`config.mk`:
```
export PLATFORM = sky130hd
export DESIGN_NAME = doodle_physics_flat
export DESIGN_NICKNAME = d
export VERILOG_FILES = /design/src/rtl/doodle_physics_if.sv /design/src/rtl/doodle_physics.sv /design/src/flat_wrapper.sv
export SDC_FILE = /design/constraint.sdc
export NUM_CORES = 1
export LEC_CHECK = 0
export CORE_UTILIZATION = 40
export CTS_CLUSTER_SIZE = 25
export DETAILED_ROUTE_END_ITERATION = 8
export PLACE_DENSITY = 0.69
export SLEW_MARGIN = 5
export SYNTH_ARGS = -nofsm -noshare
export SYNTH_HDL_FRONTEND = slang
export SYNTH_SLANG_ARGS = --single-unit
```
`constraint.sdc`:
```
create_clock -name Clk -period 11.2 [get_ports Clk]
set_input_delay 1.68 -clock Clk [delete_from_list [all_inputs] [get_ports Clk]]
set_output_delay 1.68 -clock Clk [all_outputs]
set_load 0.02 [all_outputs]
```
`src/rtl/doodle_physics_if.sv`:
```
// Frame-level control, platform table and game-state outputs of the doodle physics engine.
interface doodle_physics_if #(
    parameter int NUM_PLAT  = 16,
    parameter int NUM_SHOTS = 4
);
    localparam int LW = (NUM_PLAT > 1) ? $clog2(NUM_PLAT) : 1;

    logic                     frame_tick;
    logic                     run;
    logic [7:0]               keycode;
    logic [10*NUM_PLAT-1:0]   plat_x;
    logic [10*NUM_PLAT-1:0]   plat_y;
    logic [NUM_PLAT-1:0]      plat_valid;
    logic [9:0]               doodle_x;
    logic [9:0]               doodle_y;
    logic [9:0]               doodle_s;
    logic [7:0]               vel_y;
    logic [10*NUM_SHOTS-1:0]  shot_x;
    logic [10*NUM_SHOTS-1:0]  shot_y;
    logic [NUM_SHOTS-1:0]     shot_active;
    logic                     landed;
    logic [LW-1:0]            land_idx;
    logic                     fell;
    logic [1:0]               phase;

    modport master (
        output frame_tick, run, keycode, plat_x, plat_y, plat_valid,
        input  doodle_x, doodle_y, doodle_s, vel_y, shot_x, shot_y, shot_active,
        input  landed, land_idx, fell, phase
    );

    modport slave (
        input  frame_tick, run, keycode, plat_x, plat_y, plat_valid,
        output doodle_x, doodle_y, doodle_s, vel_y, shot_x, shot_y, shot_active,
        output landed, land_idx, fell, phase
    );
endinterface

```
`src/rtl/doodle_physics.sv`:
```
// Per-frame doodle jump physics: gravity, platform landing, screen wrap, death floor and projectiles.
module doodle_physics #(
    parameter int NUM_PLAT   = 16,
    parameter int NUM_SHOTS  = 4,
    parameter int JUMP_V     = 12,
    parameter int GRAVITY    = 1,
    parameter int MAX_FALL   = 10,
    parameter int X_SPEED    = 2,
    parameter int SHOT_SPEED = 7,
    parameter int DOODLE_S   = 12,
    parameter int PLAT_HW    = 16,
    parameter int SCREEN_W   = 640,
    parameter int SCREEN_H   = 480
) (
    input  logic            Clk,
    input  logic            Reset,
    doodle_physics_if.slave bus
);
    localparam int LW = (NUM_PLAT > 1) ? $clog2(NUM_PLAT) : 1;

    localparam logic signed [8:0]  P_GRAV   = 9'(GRAVITY);
    localparam logic signed [8:0]  P_MAXF   = 9'(MAX_FALL);
    localparam logic signed [7:0]  P_JUMP   = 8'(-JUMP_V);
    localparam logic signed [11:0] P_S      = 12'(DOODLE_S);
    localparam logic signed [11:0] P_HW     = 12'(PLAT_HW);
    localparam logic signed [11:0] P_W      = 12'(SCREEN_W);
    localparam logic signed [11:0] P_FLOOR  = 12'(SCREEN_H - 1);
    localparam logic signed [11:0] P_XS     = 12'(X_SPEED);
    localparam logic [9:0]         P_SS     = 10'(SHOT_SPEED);
    localparam logic [9:0]         P_DEAD_Y = 10'(SCREEN_H - 1 - DOODLE_S);
    localparam logic [9:0]         P_HOME_X = 10'd320;
    localparam logic [9:0]         P_HOME_Y = 10'd240;

    typedef enum logic [1:0] {
        IDLE = 2'b00,
        AIR  = 2'b01,
        DEAD = 2'b10
    } state_t;

    state_t                  r_state, w_state_nxt;
    logic [9:0]              r_x, w_x_nxt;
    logic [9:0]              r_y, w_y_nxt;
    logic signed [7:0]       r_vy, w_vy_nxt;
    logic [10*NUM_SHOTS-1:0] r_shot_x, w_shot_x_nxt;
    logic [10*NUM_SHOTS-1:0] r_shot_y, w_shot_y_nxt;
    logic [NUM_SHOTS-1:0]    r_shot_act, w_shot_act_nxt;
    logic                    r_landed, w_landed_nxt;
    logic                    r_fell, w_fell_nxt;
    logic [LW-1:0]           r_land_idx, w_land_idx_nxt;
    logic [7:0]              r_prev_key, w_prev_key_nxt;

    logic signed [8:0]       w_vy_sum;
    logic signed [7:0]       w_vy_step;
    logic signed [11:0]      w_ny;
    logic signed [11:0]      w_cur_bot;
    logic signed [11:0]      w_nxt_bot;
    logic signed [11:0]      w_x_step;
    logic signed [11:0]      w_x_sum;
    logic [9:0]              w_x_wrap;
    logic [NUM_PLAT-1:0]     w_hit;
    logic                    w_land_any;
    logic [LW-1:0]           w_land_sel;
    logic [9:0]              w_land_py;
    logic [NUM_SHOTS-1:0]    w_free_oh;
    logic                    w_fire;

    assign w_vy_sum  = $signed({r_vy[7], r_vy}) + P_GRAV;
    assign w_vy_step = (w_vy_sum > P_MAXF) ? P_MAXF[7:0] : w_vy_sum[7:0];
    assign w_ny      = $signed({2'b00, r_y}) + $signed({{4{w_vy_step[7]}}, w_vy_step});
    assign w_cur_bot = $signed({2'b00, r_y}) + P_S;
    assign w_nxt_bot = w_ny + P_S;

    assign w_x_step = ((bus.keycode == 8'd7) || (bus.keycode == 8'd79)) ? P_XS :
                      ((bus.keycode == 8'd4) || (bus.keycode == 8'd80)) ? -P_XS : 12'sd0;
    assign w_x_sum  = $signed({2'b00, r_x}) + w_x_step;
    assign w_x_wrap = (w_x_sum < 12'sd0) ? 10'(w_x_sum + P_W) :
                      (w_x_sum >= P_W)   ? 10'(w_x_sum - P_W) : w_x_sum[9:0];

    // Edge-detected fire: a held key produces a single shot.
    assign w_fire = (bus.keycode == 8'd30) && (r_prev_key != 8'd30);

    for (genvar g = 0; g < NUM_PLAT; g++) begin : g_plat
        logic signed [11:0] w_py;
        logic signed [11:0] w_dx;
        logic signed [11:0] w_adx;
        assign w_py  = $signed({2'b00, bus.plat_y[10*g +: 10]});
        assign w_dx  = $signed({2'b00, r_x}) - $signed({2'b00, bus.plat_x[10*g +: 10]});
        assign w_adx = (w_dx < 12'sd0) ? -w_dx : w_dx;
        assign w_hit[g] = (w_vy_step > 8'sd0) && bus.plat_valid[g] &&
                          (w_cur_bot <= w_py) && (w_nxt_bot >= w_py) && (w_adx <= P_HW);
    end

    // Lowest qualifying platform index wins; lowest free shot slot takes a new shot.
    always_comb begin
        w_land_any = 1'b0;
        w_land_sel = '0;
        w_free_oh  = '0;
        for (int i = NUM_PLAT - 1; i >= 0; i--) begin
            w_land_sel = w_hit[i] ? LW'(i) : w_land_sel;
            w_land_any = w_land_any | w_hit[i];
        end
        for (int s = NUM_SHOTS - 1; s >= 0; s--) begin
            w_free_oh = r_shot_act[s] ? w_free_oh : (NUM_SHOTS'(1) << s);
        end
    end

    assign w_land_py = bus.plat_y[10*int'(w_land_sel) +: 10];

    // Next-state and physics step, taken only on frame ticks.
    always_comb begin
        w_state_nxt    = r_state;
        w_x_nxt        = r_x;
        w_y_nxt        = r_y;
        w_vy_nxt       = r_vy;
        w_shot_x_nxt   = r_shot_x;
        w_shot_y_nxt   = r_shot_y;
        w_shot_act_nxt = r_shot_act;
        w_landed_nxt   = 1'b0;
        w_fell_nxt     = 1'b0;
        w_land_idx_nxt = r_land_idx;
        w_prev_key_nxt = bus.frame_tick ? bus.keycode : r_prev_key;
        case (r_state)
            IDLE: begin
                if (bus.frame_tick && bus.run) begin
                    w_state_nxt = AIR;
                    w_vy_nxt    = P_JUMP;
                end else begin
                    w_state_nxt = IDLE;
                end
            end
            AIR: begin
                if (bus.frame_tick && bus.run) begin
                    w_x_nxt = w_x_wrap;
                    if (w_land_any) begin
                        w_y_nxt        = w_land_py - 10'(DOODLE_S);
                        w_vy_nxt       = P_JUMP;
                        w_landed_nxt   = 1'b1;
                        w_land_idx_nxt = w_land_sel;
                    end else if (w_nxt_bot >= P_FLOOR) begin
                        w_y_nxt     = P_DEAD_Y;
                        w_vy_nxt    = 8'sd0;
                        w_state_nxt = DEAD;
                        w_fell_nxt  = 1'b1;
                    end else if (w_ny < 12'sd0) begin
                        w_y_nxt  = 10'd0;
                        w_vy_nxt = w_vy_step;
                    end else begin
                        w_y_nxt  = w_ny[9:0];
                        w_vy_nxt = w_vy_step;
                    end
                    // A slot retiring this tick still reads as busy, so it cannot be refilled now.
                    for (int s = 0; s < NUM_SHOTS; s++) begin
                        if (r_shot_act[s]) begin
                            if (r_shot_y[10*s +: 10] < P_SS) begin
                                w_shot_act_nxt[s] = 1'b0;
                            end else begin
                                w_shot_y_nxt[10*s +: 10] = r_shot_y[10*s +: 10] - P_SS;
                            end
                        end else if (w_fire && w_free_oh[s]) begin
                            w_shot_act_nxt[s]        = 1'b1;
                            w_shot_x_nxt[10*s +: 10] = r_x;
                            w_shot_y_nxt[10*s +: 10] = r_y;
                        end else begin
                            w_shot_act_nxt[s] = 1'b0;
                        end
                    end
                end else begin
                    w_state_nxt = AIR;
                end
            end
            DEAD: begin
                if (bus.frame_tick && !bus.run) begin
                    w_state_nxt    = IDLE;
                    w_x_nxt        = P_HOME_X;
                    w_y_nxt        = P_HOME_Y;
                    w_vy_nxt       = 8'sd0;
                    w_shot_x_nxt   = '0;
                    w_shot_y_nxt   = '0;
                    w_shot_act_nxt = '0;
                end else begin
                    w_state_nxt = DEAD;
                end
            end
            default: begin
                w_state_nxt = IDLE;
            end
        endcase
    end

    // State register with asynchronous reset to the idle pose.
    always_ff @(posedge Clk or posedge Reset) begin
        if (Reset) begin
            r_state    <= IDLE;
            r_x        <= P_HOME_X;
            r_y        <= P_HOME_Y;
            r_vy       <= 8'sd0;
            r_shot_x   <= '0;
            r_shot_y   <= '0;
            r_shot_act <= '0;
            r_landed   <= 1'b0;
            r_fell     <= 1'b0;
            r_land_idx <= '0;
            r_prev_key <= 8'd0;
        end else begin
            r_state    <= w_state_nxt;
            r_x        <= w_x_nxt;
            r_y        <= w_y_nxt;
            r_vy       <= w_vy_nxt;
            r_shot_x   <= w_shot_x_nxt;
            r_shot_y   <= w_shot_y_nxt;
            r_shot_act <= w_shot_act_nxt;
            r_landed   <= w_landed_nxt;
            r_fell     <= w_fell_nxt;
            r_land_idx <= w_land_idx_nxt;
            r_prev_key <= w_prev_key_nxt;
        end
    end

    assign bus.doodle_x    = r_x;
    assign bus.doodle_y    = r_y;
    assign bus.doodle_s    = 10'(DOODLE_S);
    assign bus.vel_y       = r_vy;
    assign bus.shot_x      = r_shot_x;
    assign bus.shot_y      = r_shot_y;
    assign bus.shot_active = r_shot_act;
    assign bus.landed      = r_landed;
    assign bus.land_idx    = r_land_idx;
    assign bus.fell        = r_fell;
    assign bus.phase       = r_state;
endmodule
```
`src/flat_wrapper.sv`:
```
// flat-port wrapper written by rule: the top's interface ports become plain ports
module doodle_physics_flat 
#(
    parameter int NUM_PLAT   = 16,
    parameter int NUM_SHOTS  = 4,
    parameter int JUMP_V     = 12,
    parameter int GRAVITY    = 1,
    parameter int MAX_FALL   = 10,
    parameter int X_SPEED    = 2,
    parameter int SHOT_SPEED = 7,
    parameter int DOODLE_S   = 12,
    parameter int PLAT_HW    = 16,
    parameter int SCREEN_W   = 640,
    parameter int SCREEN_H   = 480
)
  (Clk, Reset, bus_frame_tick, bus_run, bus_keycode, bus_plat_x, bus_plat_y, bus_plat_valid, bus_doodle_x, bus_doodle_y, bus_doodle_s, bus_vel_y, bus_shot_x, bus_shot_y, bus_shot_active, bus_landed, bus_land_idx, bus_fell, bus_phase);
  doodle_physics_if #(.NUM_PLAT(NUM_PLAT), .NUM_SHOTS(NUM_SHOTS)) bus_i ();
  input  logic Clk;
  input  logic Reset;
  input wire logic [$bits(bus_i.frame_tick)-1:0] bus_frame_tick;
  input wire logic [$bits(bus_i.run)-1:0] bus_run;
  input wire logic [$bits(bus_i.keycode)-1:0] bus_keycode;
  input wire logic [$bits(bus_i.plat_x)-1:0] bus_plat_x;
  input wire logic [$bits(bus_i.plat_y)-1:0] bus_plat_y;
  input wire logic [$bits(bus_i.plat_valid)-1:0] bus_plat_valid;
  output wire logic [$bits(bus_i.doodle_x)-1:0] bus_doodle_x;
  output wire logic [$bits(bus_i.doodle_y)-1:0] bus_doodle_y;
  output wire logic [$bits(bus_i.doodle_s)-1:0] bus_doodle_s;
  output wire logic [$bits(bus_i.vel_y)-1:0] bus_vel_y;
  output wire logic [$bits(bus_i.shot_x)-1:0] bus_shot_x;
  output wire logic [$bits(bus_i.shot_y)-1:0] bus_shot_y;
  output wire logic [$bits(bus_i.shot_active)-1:0] bus_shot_active;
  output wire logic [$bits(bus_i.landed)-1:0] bus_landed;
  output wire logic [$bits(bus_i.land_idx)-1:0] bus_land_idx;
  output wire logic [$bits(bus_i.fell)-1:0] bus_fell;
  output wire logic [$bits(bus_i.phase)-1:0] bus_phase;
  assign bus_i.frame_tick = bus_frame_tick;
  assign bus_i.run = bus_run;
  assign bus_i.keycode = bus_keycode;
  assign bus_i.plat_x = bus_plat_x;
  assign bus_i.plat_y = bus_plat_y;
  assign bus_i.plat_valid = bus_plat_valid;
  assign bus_doodle_x = bus_i.doodle_x;
  assign bus_doodle_y = bus_i.doodle_y;
  assign bus_doodle_s = bus_i.doodle_s;
  assign bus_vel_y = bus_i.vel_y;
  assign bus_shot_x = bus_i.shot_x;
  assign bus_shot_y = bus_i.shot_y;
  assign bus_shot_active = bus_i.shot_active;
  assign bus_landed = bus_i.landed;
  assign bus_land_idx = bus_i.land_idx;
  assign bus_fell = bus_i.fell;
  assign bus_phase = bus_i.phase;
  doodle_physics #(.NUM_PLAT(NUM_PLAT), .NUM_SHOTS(NUM_SHOTS), .JUMP_V(JUMP_V), .GRAVITY(GRAVITY), .MAX_FALL(MAX_FALL), .X_SPEED(X_SPEED), .SHOT_SPEED(SHOT_SPEED), .DOODLE_S(DOODLE_S), .PLAT_HW(PLAT_HW), .SCREEN_W(SCREEN_W), .SCREEN_H(SCREEN_H)) u_core (.Clk(Clk), .Reset(Reset), .bus(bus_i));
endmodule
```
==> flow_summary.toml <==
# physical design summary
[sta]
fin_skew_ns = 0.02047
period_used_pct = 87.50
finalSetupTns_ns = 0
tightest_slew_ns = 1.140

[drt]
wl_met1_mm = 48.90
postRouteAntennaNets = 0
drtIter0Drc = 2624

[cells_and_area]
insertedDiodeCount = 6
most-common-layout-cells = "ha_1, clkdlybuf4s50_1, inv_1"
drive_gt1_share_pct = 4.762

[floorplanning]
core_util_floorplan_pct = 40.50
die_h_um = 271.5

[logic_synthesis]
synth_top_area_share_pct = 22.91
ys_types = 115
yosysTopAreaCell = "ha_1"
synthTopLogicFamily = "AND-OR/OR-AND gates"

[global_route]
grt.busiest_layer = "met2"
gr-usage-met1_pct = 38.60

[clock_network]
cts-hold-fix-buffers = 0

[outcome]
status = "complete, no violations"

[flow_run]
tool_warnings = 65
[stage by stage]
step           util (%)  setup slack, ns  cells  instance area [um2]
3_3_place_gp      48.72            1.801   5202                34950
2_1_floorplan         -            2.699   3826                29080
6_report          49.57            1.400   5240                35560
3_5_place_dp      48.72            1.597   5202                34950
5_1_grt           49.56           0.9516   5236                35550
4_1_cts           49.55            1.576   5234                35550
**Routed metal, one colour a layer**

Scale bar: 100 um.
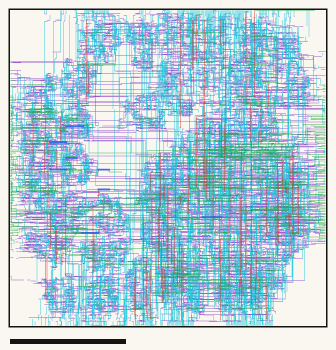
legend:
  green:
    layer: metal 3
    wire_length: 9750 um
  red:
    layer: metal 4
    wire_length: 4510 um
  blue:
    layer: metal 5
    wire_length: 99.4 um
  cyan:
    layer: metal 2
    wire_length: 50.2 mm
  purple:
    layer: metal 1
    wire_length: 48.9 mm

**Where the registers sit**

Scale bar: 100 um. Other sequential cells in the stronger grey, the rest of the logic in the fainter grey.
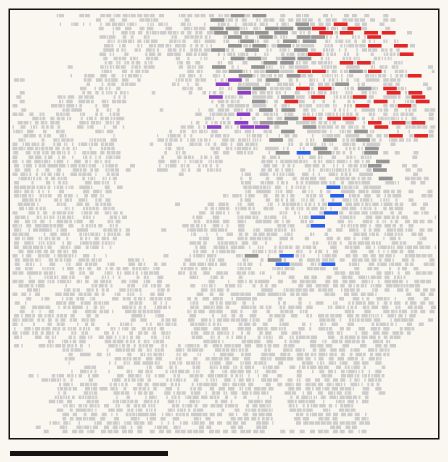
legend:
  blue:
    name_in_the_netlist: u_core.bus.doodle_y
    sequential_cells: 10
    where: right middle
  red:
    name_in_the_netlist: u_core.bus.shot_y
    sequential_cells: 40
    where: top right
  purple:
    name_in_the_netlist: u_core.bus.doodle_x
    sequential_cells: 9
    where: top middle
not coloured: 68

**Close-up of the layout**

Scale bar: 5 um. Window x 126 to 146, y 180 to 200 um. Cells in grey, sequential cells in the stronger grey; small squares are vias.
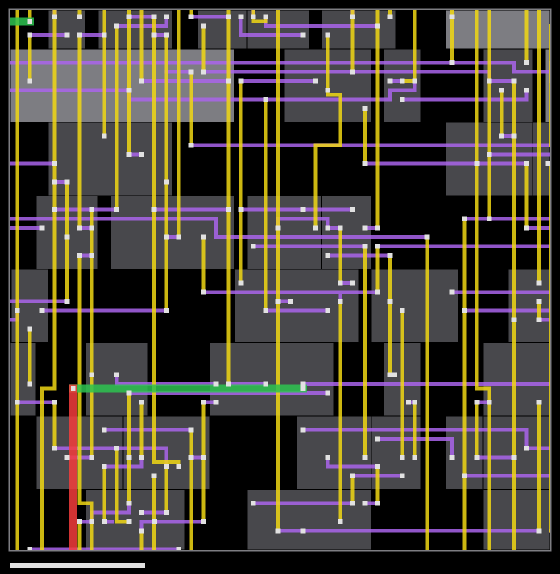
legend:
  yellow:
    layer: metal 2
  red:
    layer: metal 4
  green:
    layer: metal 3
  purple:
    layer: metal 1
netlist names of flops here include: u_core.bus.doodle_x (1)
most frequent: ha_1 (7), a21o_1 (4)
cells with their middle in the window: 33
sequential cells in the window: 1

**Track usage over the die**

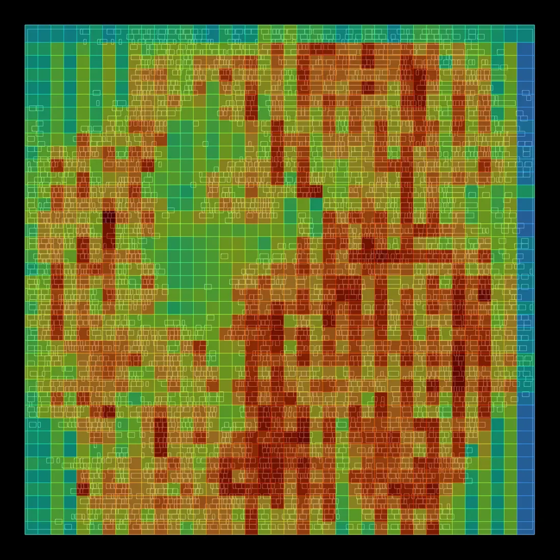
gr usage total: 29.68%
fin util: 49.57%

